[src/rtl/vga_sync_if.sv]
// rtl/vga_sync_if.sv - raster timing bundle from vga_sync to its consumers
//
// Signals:
//   x, y        current pixel coordinates (11 bits each)
//   hsync       horizontal sync pin level
//   vsync       vertical sync pin level
//   video_on    high while (x, y) lies in the visible area
//   pix_tick    one-clock strobe; coordinates advance on the following edge
//   frame_tick  one-clock strobe on the frame wrap edge
// Modports: master (generator side, drives everything), slave (consumer side).

interface vga_sync_if;
    logic [10:0] x;
    logic [10:0] y;
    logic        hsync;
    logic        vsync;
    logic        video_on;
    logic        pix_tick;
    logic        frame_tick;

    modport master (
        output x, y, hsync, vsync, video_on, pix_tick, frame_tick
    );

    modport slave (
        input x, y, hsync, vsync, video_on, pix_tick, frame_tick
    );
endinterface

[src/rtl/vga_sync.sv]
// rtl/vga_sync.sv - 640x480@60 VGA raster timing generator
//
// Ports:
//   clk    system clock, the only clock
//   reset  synchronous, active-high reset
//   bus    vga_sync_if.master: x, y, hsync, vsync, video_on, pix_tick, frame_tick
//
// Optional feature macro: VGA_SYNC_FRAME_TICK_EN
//   defined   -> frame_tick is a registered one-clock pulse on the (last,last)->(0,0) edge
//   undefined -> frame_tick is tied to 0 and no frame-detect logic exists

module vga_sync #(
    parameter int CLK_DIV  = 2,
    parameter int H_ACTIVE = 640,
    parameter int H_FP     = 16,
    parameter int H_SYNC   = 96,
    parameter int H_BP     = 48,
    parameter int V_ACTIVE = 480,
    parameter int V_FP     = 10,
    parameter int V_SYNC   = 2,
    parameter int V_BP     = 33,
    parameter bit SYNC_POL = 1'b0
) (
    input  logic       clk,
    input  logic       reset,
    vga_sync_if.master bus
);

    localparam int H_TOTAL = H_ACTIVE + H_FP + H_SYNC + H_BP;
    localparam int V_TOTAL = V_ACTIVE + V_FP + V_SYNC + V_BP;

    localparam logic [10:0] H_LAST     = 11'(H_TOTAL - 1);
    localparam logic [10:0] V_LAST     = 11'(V_TOTAL - 1);
    localparam logic [10:0] H_VIS      = 11'(H_ACTIVE);
    localparam logic [10:0] V_VIS      = 11'(V_ACTIVE);
    localparam logic [10:0] HS_FIRST   = 11'(H_ACTIVE + H_FP);
    localparam logic [10:0] HS_LAST    = 11'(H_ACTIVE + H_FP + H_SYNC - 1);
    localparam logic [10:0] VS_FIRST   = 11'(V_ACTIVE + V_FP);
    localparam logic [10:0] VS_LAST    = 11'(V_ACTIVE + V_FP + V_SYNC - 1);

    // A one-bit divider is kept even for CLK_DIV = 1; it then never leaves 0,
    // which matches DIV_LAST and holds pix_tick at 1.
    localparam int             DIV_W    = (CLK_DIV > 1) ? $clog2(CLK_DIV) : 1;
    localparam logic [DIV_W-1:0] DIV_LAST = DIV_W'(CLK_DIV - 1);

    logic [DIV_W-1:0] div;
    logic [DIV_W-1:0] div_nxt;
    logic [10:0]      x_q;
    logic [10:0]      y_q;
    logic [10:0]      x_nxt;
    logic [10:0]      y_nxt;
    logic             hsync_q;
    logic             vsync_q;
    logic             video_on_q;
    logic             pix_tick;

    assign pix_tick = (div == DIV_LAST);

    always_comb begin
        div_nxt = div;
        x_nxt   = x_q;
        y_nxt   = y_q;
        if (pix_tick) begin
            div_nxt = '0;
            if (x_q == H_LAST) begin
                x_nxt = '0;
                y_nxt = (y_q == V_LAST) ? 11'd0 : y_q + 11'd1;
            end else begin
                x_nxt = x_q + 11'd1;
            end
        end else begin
            div_nxt = div + DIV_W'(1);
        end
    end

    // Sync/blank flags are decoded from the next-state coordinates so that,
    // once registered, they line up with the x/y they describe.
    always_ff @(posedge clk) begin
        if (reset) begin
            div        <= '0;
            x_q        <= '0;
            y_q        <= '0;
            hsync_q    <= ~SYNC_POL;
            vsync_q    <= ~SYNC_POL;
            video_on_q <= 1'b1;
        end else begin
            div        <= div_nxt;
            x_q        <= x_nxt;
            y_q        <= y_nxt;
            hsync_q    <= (x_nxt >= HS_FIRST && x_nxt <= HS_LAST) ? SYNC_POL : ~SYNC_POL;
            vsync_q    <= (y_nxt >= VS_FIRST && y_nxt <= VS_LAST) ? SYNC_POL : ~SYNC_POL;
            video_on_q <= (x_nxt < H_VIS) && (y_nxt < V_VIS);
        end
    end

`ifdef VGA_SYNC_FRAME_TICK_EN
    logic frame_tick_q;

    always_ff @(posedge clk) begin
        if (reset) begin
            frame_tick_q <= 1'b0;
        end else begin
            frame_tick_q <= pix_tick && (x_q == H_LAST) && (y_q == V_LAST);
        end
    end

    assign bus.frame_tick = frame_tick_q;
`else
    assign bus.frame_tick = 1'b0;
`endif

    assign bus.x        = x_q;
    assign bus.y        = y_q;
    assign bus.hsync    = hsync_q;
    assign bus.vsync    = vsync_q;
    assign bus.video_on = video_on_q;
    assign bus.pix_tick = pix_tick;

endmodule

[src/flat_wrapper.sv]
// flat-port wrapper written by rule: the top's interface ports become plain ports
module vga_sync_flat 
#(
    parameter int CLK_DIV  = 2,
    parameter int H_ACTIVE = 640,
    parameter int H_FP     = 16,
    parameter int H_SYNC   = 96,
    parameter int H_BP     = 48,
    parameter int V_ACTIVE = 480,
    parameter int V_FP     = 10,
    parameter int V_SYNC   = 2,
    parameter int V_BP     = 33,
    parameter bit SYNC_POL = 1'b0
)
  (clk, reset, bus_x, bus_y, bus_hsync, bus_vsync, bus_video_on, bus_pix_tick, bus_frame_tick);
  vga_sync_if bus_i ();
  input  logic clk;
  input  logic reset;
  output wire logic [$bits(bus_i.x)-1:0] bus_x;
  output wire logic [$bits(bus_i.y)-1:0] bus_y;
  output wire logic [$bits(bus_i.hsync)-1:0] bus_hsync;
  output wire logic [$bits(bus_i.vsync)-1:0] bus_vsync;
  output wire logic [$bits(bus_i.video_on)-1:0] bus_video_on;
  output wire logic [$bits(bus_i.pix_tick)-1:0] bus_pix_tick;
  output wire logic [$bits(bus_i.frame_tick)-1:0] bus_frame_tick;
  assign bus_x = bus_i.x;
  assign bus_y = bus_i.y;
  assign bus_hsync = bus_i.hsync;
  assign bus_vsync = bus_i.vsync;
  assign bus_video_on = bus_i.video_on;
  assign bus_pix_tick = bus_i.pix_tick;
  assign bus_frame_tick = bus_i.frame_tick;
  vga_sync #(.CLK_DIV(CLK_DIV), .H_ACTIVE(H_ACTIVE), .H_FP(H_FP), .H_SYNC(H_SYNC), .H_BP(H_BP), .V_ACTIVE(V_ACTIVE), .V_FP(V_FP), .V_SYNC(V_SYNC), .V_BP(V_BP), .SYNC_POL(SYNC_POL)) u_core (.clk(clk), .reset(reset), .bus(bus_i));
endmodule
[config.mk]
export PLATFORM = sky130hd
export DESIGN_NAME = vga_sync_flat
export DESIGN_NICKNAME = d
export VERILOG_FILES = /design/src/rtl/vga_sync_if.sv /design/src/rtl/vga_sync.sv /design/src/flat_wrapper.sv
export SDC_FILE = /design/constraint.sdc
export NUM_CORES = 1
export LEC_CHECK = 0
export CAP_MARGIN = 20
export CORE_ASPECT_RATIO = 0.7
export CORE_UTILIZATION = 30
export CTS_BUF_LIST = sky130_fd_sc_hd__clkbuf_2 sky130_fd_sc_hd__clkbuf_4 sky130_fd_sc_hd__clkbuf_8
export CTS_CLUSTER_DIAMETER = 40
export DETAILED_ROUTE_END_ITERATION = 8
export PLACE_DENSITY = 0.59
export SLEW_MARGIN = 20
export SYNTH_ARGS = -nofsm -noshare
export SYNTH_HDL_FRONTEND = slang
export SYNTH_SLANG_ARGS = --single-unit
[constraint.sdc]
create_clock -name clk -period 5.3 [get_ports clk]
set_input_delay 0.795 -clock clk [delete_from_list [all_inputs] [get_ports clk]]
set_output_delay 0.795 -clock clk [all_outputs]
set_load 0.05 [all_outputs]
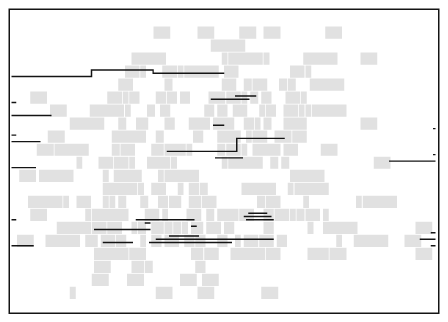
Fig. 1. Signal wires on met3.
share of all routed wire: 6.1%
longest straight run: 24.4 microns

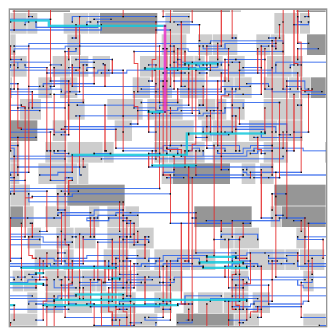
Fig. 2. A small window of the routed layout.
Region (25, 12) to (65, 52) microns. Cells in gray, sequential cells in the stronger gray; small squares are vias.
legend:
  magenta:
    layer: M4
  blue:
    layer: M1
  red:
    layer: M2
  cyan:
    layer: M3
sequential cells in the window: 7
most frequent: nor2_1 (14), xor2_1 (9), nand2_1 (8)
cells with their middle in the window: 122
netlist names of flops here include: u_core.bus.x (4), u_core.bus.y (3)

==> flow_summary_export.csv <==
group,metric,value,unit
final_timing,min_period,2.64,ns
setup_path,path_cells,"clkdlybuf4s50_1",
synth,synth-main-ff-cell,"dfxtp_1",
routing,drc,0,
clock_tree,cts_inserted_buffers,3,
floorplan,io-pin-count,29,
routing,final_antenna_net_count,0,
layout,antenna_cells,0,
routing,wl_per_cell,13.6,microns
global_routing,grt_pass1_wl,6010,microns
clock_tree,clock_path_buffers,2,
hold_path,min_path_cells,2,
synth,avgSynthCellArea,8.68,sq um
setup_path,max_stage_delay,0.90,ns
power_and_ir_drop,power_density,175,nW/um^2
synth,netlist_instances,185,
setup_path,regToRegSetupSlack,2.85,ns
synth,synth_top_cell_by_count,"dfxtp_1",
synth,syn_nets,190,
floorplan,die_w,89.4,microns
setup_path,path_class,"reg -> out",
clock_tree,root_buffer,"clkbuf_8",
floorplan,fp_util,32.3,%
job,warnings,27,
place,dp_hpwl,2690,microns
global_routing,grt-ovfl-total,0,
layout,stdcell_count,271,
clock_tree,htreeDepth,1,
setup_path,cp.depth,1,
final_timing,setup_viol,0,
global_routing,track_usage,13.7,%
hold_path,hold_class,"reg -> reg",
final_timing,worst_slew_pin_slew,0.744,ns
floorplan,coreArea,4970,sq um
floorplan,die_height,63.2,microns
place,portBuffers,27,
layout,fillerInstances,513,
global_routing,grt_start_max_net_pins,21,
setup_path,crit_arrival,1.84,ns
synth,synth.top_cells.by_count,"26 x dfxtp_1, 24 x nor2_1, 10 x xor2_1",
layout,nets,209,
routing,via_per_inst,5.10,
synth,async_flop_share,0,%
synth,postSynthSeqShare,32.4,%
synth,yosys_warnings,0,
setup_path,worstPathRequired,4.51,ns
setup_path,cp.buffers_inverters,1,
synth,yosys-stat-cells,185,
setup_path,endpoint_kind,"output pin",
power_and_ir_drop,cellLeakagePower,0.618,nW
clock_tree,clkTransAtPathRegs,0.09,ns
global_routing,antenna_found_initial,0,
synth,ys_ff,26,
floorplan,rows,21,
global_routing,grt_pass1_vias,1212,
synth,area_leaders,"dfxtp_1 32%, nor2_1 5.6%, xor2_1 5.5%, xnor2_1 3.8%, nand4_1 2.7%",
final_timing,finalHoldViolations,0,
setup_path,cp_slowest_cell,"clkdlybuf4s50_1",
synth,largest_area_cell,"dfxtp_1",
setup_path,start_kind,"flop",
setup_path,reg2reg_depth,6,
job,drv_cap,0,
floorplan,die_area,5650,sq um
place,dp_cells,268,
synth,synthesis.area,1610,sq um
clock_tree,tritoncts,"done",
place,place_ws,2.89,ns
clock_tree,cts_repair_resize_count,0,
synth,edf_count,0,
layout,syn_to_final_growth,17.5,%
layout,drive_above_1_share,6.44,%
setup_path,path_max_fanout,16,
synth,synth_cell_type_count,54,
outcome,status,"complete, no violations",
routing,routed-via-count,1381,
final_timing,slew_viol_final,0,
final_timing,fin_setup_tns,0,ns
routing,drt_wl_total,3690,microns
final_timing,max_freq,379,MHz
final_timing,finClkSkew,0.00312,ns
setup_path,cpLargestDelayFamily,"buffers and inverters",
clock_tree,cts_hold_buf,0,
final_timing,fin_crit_sh,49.8,%
final_timing,setup_slack,2.66,ns
final_timing,rsz0062_at_grt,"no",
power_and_ir_drop,max-vdd-ir-drop,67.3,uV
synth,ys_area,1610,sq um
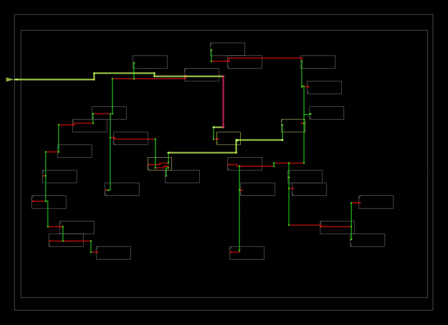
Fig. 3. Clock wiring as the flow saved it.
# clk buffers: 3
Late-Pin Clk Latency: 0.27 ns
# clock sinks: 26

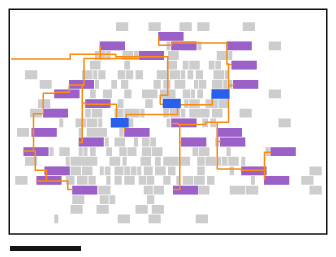
Fig. 4. Clock network drawn from the DEF.
Bar = 20 microns.
legend:
  orange:
    item: clock wires
    length: 351 microns
  purple:
    item: flip-flops
    count: 26
  blue:
    item: clock-net drivers
    count: 3
flops lie: spread over the die
routed clock nets: 4

tightest hold or removal path: cells and delay by family, from the launching register on:
family / cells / cell delay, ns
DFF: 1 / 0.37
and+or+nand+nor: 1 / 0.03
xor gates and xnor gates: 1 / 0.16
stage by stage:
step                util (%)  cell area [sq um]  power [mW]  hold WS [ns]
floorplan                  -               1610       0.220         0.767
CTS                     38.0               1890       0.336         0.603
global placement        37.1               1840       0.223         0.580
detailed placement      37.1               1840       0.224         0.592
global route            38.0               1890       0.345         0.640
finish                  38.0               1890       0.331         0.601
path summary, 6_finish.rpt:
| path | end | startpoint |
|---|---|---|
| worst min register to register | u_core.bus.y[8] | u_core.bus.y[8] |
| worst min-delay path | u_core.bus.y[8] | u_core.bus.y[8] |
| worst max-delay path | bus_pix_tick | u_core.bus.pix_tick |
| worst max register to register | u_core.bus.vsync | u_core.bus.x[0] |
flip-flops by register name, indices dropped and copies added, names as in the netlist:
name	count
u_core.bus.x	11
u_core.bus.y	11
u_core.bus.hsync	1
u_core.bus.pix_tick	1
u_core.bus.video_on	1
u_core.bus.vsync	1
metal layers:
layer,global-route usage (%),wire (microns)
met1,22.8,2020
met2,16.9,1440
met3,4.06,225
met4,1.79,10
met5,0,0
power by group:
group,internal (mW),switching (mW),total [mW]
logic,0.00540,0.0125,0.0179
clock network,0.0510,0.0607,0.112
registers,0.197,0.00434,0.201
total,0.253,0.0775,0.331
cell families after synthesis:
family | Yosys count | synth area share, %
simple gates | 79 | 27.7
compound gates | 37 | 17.8
flops | 26 | 32.4
buf+inv | 20 | 8.96
xor+xnor | 17 | 9.27
fa+ha+maj | 3 | 2.34
mux | 2 | 1.25
other cells | 1 | 0.234
layout by cell type, fill, tap and decap left out, drive strengths merged, types with 2 or more instances in the layout:
cell type,Yosys,final
nor2,24,24
clkdlybuf4s50,0,27
dfxtp,26,26
nor4,3,3
and4,4,4
inv,7,7
nand3b,2,2
clkbuf,5,3
a211o,2,2
o21ai,4,4
xor2,10,10
or2,2,2
a211oi,2,2
mux2i,2,2
ha,3,3
a311oi,3,3
nand3,5,5
nand4b,3,3
a221oi,2,2
xnor2,7,7
a21oi,9,9
a31oi,3,3
and2,5,5
nand2,10,10
nor3,6,6
and3,5,5
nand4,8,8
layout make-up:
class	count	area, sq um	area share [%]
clock buffers	3	41.3	2.19
inverters	7	26.3	1.39
multi-input cells	139	941	49.9
flip-flops and latches	26	520	27.6
well taps	69	86.3	4.58
repair buffers	27	270	14.3
No activity file was given, so power comes from the tool's default toggle rates.
